File: config.mk
export PLATFORM = sky130hd
export DESIGN_NAME = game_step_sequencer
export DESIGN_NICKNAME = d
export VERILOG_FILES = /design/src/rtl/game_pkg.sv /design/src/rtl/game_speed_ramp.sv /design/src/rtl/game_step_sequencer.sv
export SDC_FILE = /design/constraint.sdc
export NUM_CORES = 1
export LEC_CHECK = 0
export ABC_AREA = 1
export CAP_MARGIN = 20
export CORE_ASPECT_RATIO = 0.7
export CORE_MARGIN = 3
export CORE_UTILIZATION = 57
export CTS_BUF_LIST = sky130_fd_sc_hd__clkbuf_8
export CTS_CLUSTER_SIZE = 16
export DETAILED_ROUTE_END_ITERATION = 10
export GPL_TIMING_DRIVEN = 0
export PLACE_DENSITY_LB_ADDON = 0.2
export SYNTH_ARGS = -nofsm -noshare
export SYNTH_HDL_FRONTEND = slang
export SYNTH_HIERARCHICAL = 1
export SYNTH_SLANG_ARGS = --single-unit
File: constraint.sdc
create_clock -name clk -period 2 [get_ports clk]
set_input_delay 0.3 -clock clk [delete_from_list [all_inputs] [get_ports clk]]
set_output_delay 0.3 -clock clk [all_outputs]
set_load 0.02 [all_outputs]
File: src/rtl/game_pkg.sv
// Shared types and widths for the pong frame-step sequencer.
package game_pkg;

    localparam int unsigned SPEED_W = 4;
    localparam int unsigned LIVES_W = 2;

    typedef enum logic [2:0] {
        IDLE,
        SERVE,
        WAIT_FRAME,
        PADDLE,
        BALL,
        CHECK,
        OVER
    } seq_state_t;

endpackage

File: src/rtl/game_speed_ramp.sv
// Ball speed ramp: counts paddle hits and bumps speed every HITS_PER_SPEEDUP hits, saturating at SPEED_MAX.
module game_speed_ramp
    import game_pkg::*;
#(
    parameter int unsigned HITS_PER_SPEEDUP = 4,
    parameter int unsigned SPEED_INIT       = 1,
    parameter int unsigned SPEED_MAX        = 6
) (
    input  logic               clk,
    input  logic               reset,
    input  logic               clear,
    input  logic               hit_strobe,
    output logic [SPEED_W-1:0] ball_speed
);

    logic [3:0] hit_cnt;

    always_ff @(posedge clk) begin
        if (reset || clear) begin
            hit_cnt    <= '0;
            ball_speed <= SPEED_W'(SPEED_INIT);
        end else if (hit_strobe) begin
            if (({1'b0, hit_cnt} + 5'd1) == 5'(HITS_PER_SPEEDUP)) begin
                hit_cnt <= '0;
                if (ball_speed < SPEED_W'(SPEED_MAX))
                    ball_speed <= ball_speed + 4'd1;
            end else begin
                hit_cnt <= hit_cnt + 4'd1;
            end
        end
    end

endmodule

File: src/rtl/game_step_sequencer.sv
// Per-frame paddle/ball/check sequencer with serve delay, lives and game-over latch.
// Speed ramp is present only when GAME_SEQ_SPEEDUP_EN is defined; otherwise ball_speed is SPEED_INIT.
module game_step_sequencer
    import game_pkg::*;
#(
    parameter int unsigned FRAME_DIV        = 1,
    parameter int unsigned SERVE_FRAMES     = 60,
    parameter int unsigned HITS_PER_SPEEDUP = 4,
    parameter int unsigned SPEED_INIT       = 1,
    parameter int unsigned SPEED_MAX        = 6,
    parameter int unsigned LIVES            = 3
) (
    input  logic               clk,
    input  logic               reset,
    input  logic               run,
    input  logic               frame_start,
    input  logic               hit,
    input  logic               miss,
    output logic               paddle_step,
    output logic               ball_step,
    output logic [SPEED_W-1:0] ball_speed,
    output logic               serve_hold,
    output logic [LIVES_W-1:0] lives,
    output logic               game_over
);

    seq_state_t         state, state_nxt;
    logic [7:0]         serve_cnt, serve_nxt;
    logic [3:0]         frame_cnt, frame_nxt;
    logic [LIVES_W-1:0] lives_nxt;
    logic               paddle_nxt;
    logic               speed_clear;
    logic               hit_strobe;

    always_comb begin
        state_nxt   = state;
        serve_nxt   = serve_cnt;
        frame_nxt   = frame_cnt;
        lives_nxt   = lives;
        paddle_nxt  = 1'b0;
        speed_clear = 1'b0;
        hit_strobe  = 1'b0;

        case (state)
            IDLE: begin
                if (run) begin
                    state_nxt = SERVE;
                    serve_nxt = 8'(SERVE_FRAMES);
                end
            end
            SERVE: begin
                if (serve_cnt == '0) begin
                    state_nxt = WAIT_FRAME;
                    frame_nxt = '0;
                end else if (frame_start) begin
                    paddle_nxt = 1'b1;
                    serve_nxt  = serve_cnt - 8'd1;
                end
            end
            WAIT_FRAME: begin
                if (frame_start)
                    state_nxt = PADDLE;
            end
            PADDLE: begin
                if (frame_cnt == 4'(FRAME_DIV - 1)) begin
                    frame_nxt = '0;
                    state_nxt = BALL;
                end else begin
                    frame_nxt = frame_cnt + 4'd1;
                    state_nxt = WAIT_FRAME;
                end
            end
            BALL: state_nxt = CHECK;
            CHECK: begin
                // miss takes priority; a simultaneous hit must not advance the ramp
                if (miss) begin
                    if (lives > LIVES_W'(1)) begin
                        lives_nxt   = lives - LIVES_W'(1);
                        speed_clear = 1'b1;
                        serve_nxt   = 8'(SERVE_FRAMES);
                        state_nxt   = SERVE;
                    end else begin
                        lives_nxt = '0;
                        state_nxt = OVER;
                    end
                end else begin
                    hit_strobe = hit;
                    state_nxt  = WAIT_FRAME;
                end
            end
            OVER: begin
                if (!run) begin
                    state_nxt   = IDLE;
                    lives_nxt   = LIVES_W'(LIVES);
                    speed_clear = 1'b1;
                end
            end
            default: state_nxt = IDLE;
        endcase

        if (!run && state != OVER) begin
            state_nxt   = IDLE;
            serve_nxt   = '0;
            frame_nxt   = '0;
            lives_nxt   = LIVES_W'(LIVES);
            paddle_nxt  = 1'b0;
            speed_clear = 1'b1;
            hit_strobe  = 1'b0;
        end
    end

    // Outputs are registered from the next state so they line up with it.
    always_ff @(posedge clk) begin
        if (reset) begin
            state       <= IDLE;
            serve_cnt   <= '0;
            frame_cnt   <= '0;
            lives       <= LIVES_W'(LIVES);
            paddle_step <= 1'b0;
            ball_step   <= 1'b0;
            serve_hold  <= 1'b1;
            game_over   <= 1'b0;
        end else begin
            state       <= state_nxt;
            serve_cnt   <= serve_nxt;
            frame_cnt   <= frame_nxt;
            lives       <= lives_nxt;
            paddle_step <= paddle_nxt || (state_nxt == PADDLE);
            ball_step   <= (state_nxt == BALL);
            serve_hold  <= (state_nxt == IDLE) || (state_nxt == SERVE) || (state_nxt == OVER);
            game_over   <= (state_nxt == OVER);
        end
    end

`ifdef GAME_SEQ_SPEEDUP_EN
    game_speed_ramp #(
        .HITS_PER_SPEEDUP (HITS_PER_SPEEDUP),
        .SPEED_INIT       (SPEED_INIT),
        .SPEED_MAX        (SPEED_MAX)
    ) u_speed_ramp (
        .clk        (clk),
        .reset      (reset),
        .clear      (speed_clear),
        .hit_strobe (hit_strobe),
        .ball_speed (ball_speed)
    );
`else
    logic unused_ramp;
    assign unused_ramp = hit_strobe ^ speed_clear ^ (HITS_PER_SPEEDUP == 0) ^ (SPEED_MAX == 0);
    assign ball_speed  = SPEED_W'(SPEED_INIT);
`endif

endmodule

Fig. 1: close-up of the layout
Window x 17 to 47, y 0 to 30 um. Cells in grey, sequential cells in the stronger grey; small squares are vias.
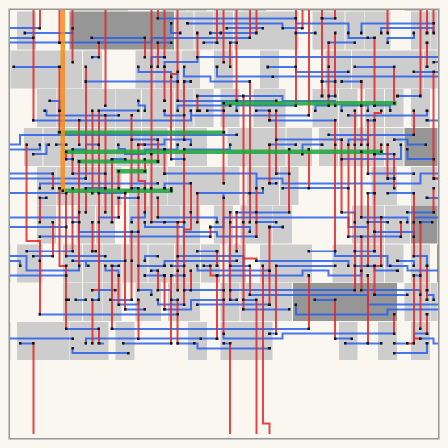
- orange: met4
- blue: met1
- red: met2
- green: met3
- sequential cells in the window: 2
- netlist names of flops here include: serve_cnt (1), state (1)
- most frequent: nand2_1 (19), inv_1 (15), nor2_1 (13)
- cells with their middle in the window: 96

Fig. 2: routed metal per tile
Scale: 6 px per um. The die is cut into 13 by 9 equal tiles; white is low, dark blue is high, scaled to the fullest tile. Values are wire area over tile area, all layers added.
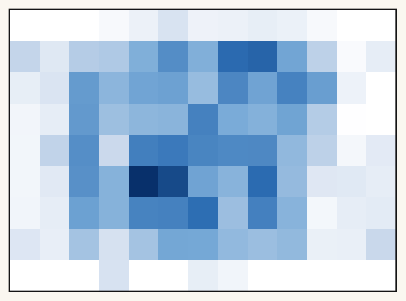
- densest ninth of the die: centre
- fullest tile: 0.50
- tiles over half the peak: 27%
- mean over tiles: 0.15
- emptiest ninth of the die: lower right
- nearly empty tiles: 15%
Total GRT Usage: 0.209
Total Wirelength: 2870 um
Vias: 1333
WL/cell: 11.2 um

Fig. 3: routing congestion map
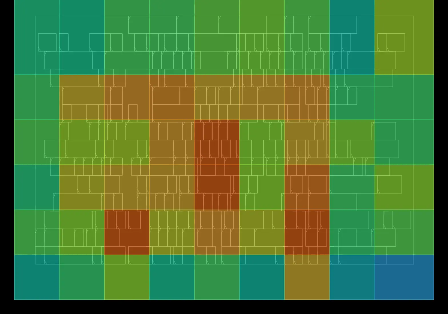
fin util: 0.701
met1 Usage GRT: 0.270

Fig. 4: selected gate families
Scale: 10 px per um.
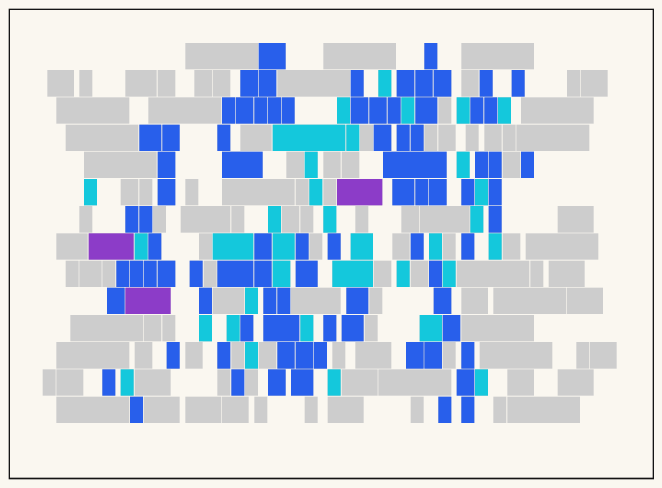
- blue: NAND gates (cells 84)
- purple: adder and majority cells (cells 3)
- cyan: NOR gates (cells 34)
most used logic cell in the final layout: nand2_1
logic share of the area: 0.506
Non-Filler Instances: 257

==> flow_summary.yaml <==
# physical design summary
power:
  powerClk_w: 0.000270
  switchingPower_w: 0.000256
  ir_drop_v: 0.000354
  swShare: 0.289
placed_design:
  dpl_cell_area_mm2: 0.00150
  port_buffers: 10
outcome:
  status: "finished clean"
job:
  warnings: 28
timing:
  clock.fmax_mhz: 602
  grt_setup_unrepaired: "false"
  whs_ns: 0.506
  period_needed_ns: 1.66
final_layout:
  buffers_excl_clock: 15
  nClkBuffers: 3
  largest_register_ff_count: 8
  sh_seq_area: 0.272
  fin_nets: 235
  num_antenna_cells: 0
  reg_top3: "serve_cnt (8), frame_cnt (4), state (3)"
  final_cell_area_mm2: 0.00155
synth:
  synthDistinctLibCells: 28
  top_cell: "nand2_1"
  postSynthAreaPerCell_um2: 6.48
  ys_cells: 209
  synth-xor-area-share: 0.0129
  yosysWarnings: 6
  ys_seq_share: 0.311
  topCombFamilyByArea: "simple AND/OR/NAND/NOR gates"
  synth.area.mux_share: 0
clock_tree:
  clk_latency_ns: 0.26
  cts_sinks: 21
  cts.reportedPaths.clkPinSlew_ns: 0.07
global_routing:
  antenna_found_initial: 0
  grt_pass1_vias: 1165
die:
  ioPinCount: 16
setup_path:
  critical_path_peak_fanout: 6
  crit_arrival_ns: 1.82
  startpoint_type: "register"
drt:
  wl_met1_um: 1370
Power and IR drop assume default switching activity.
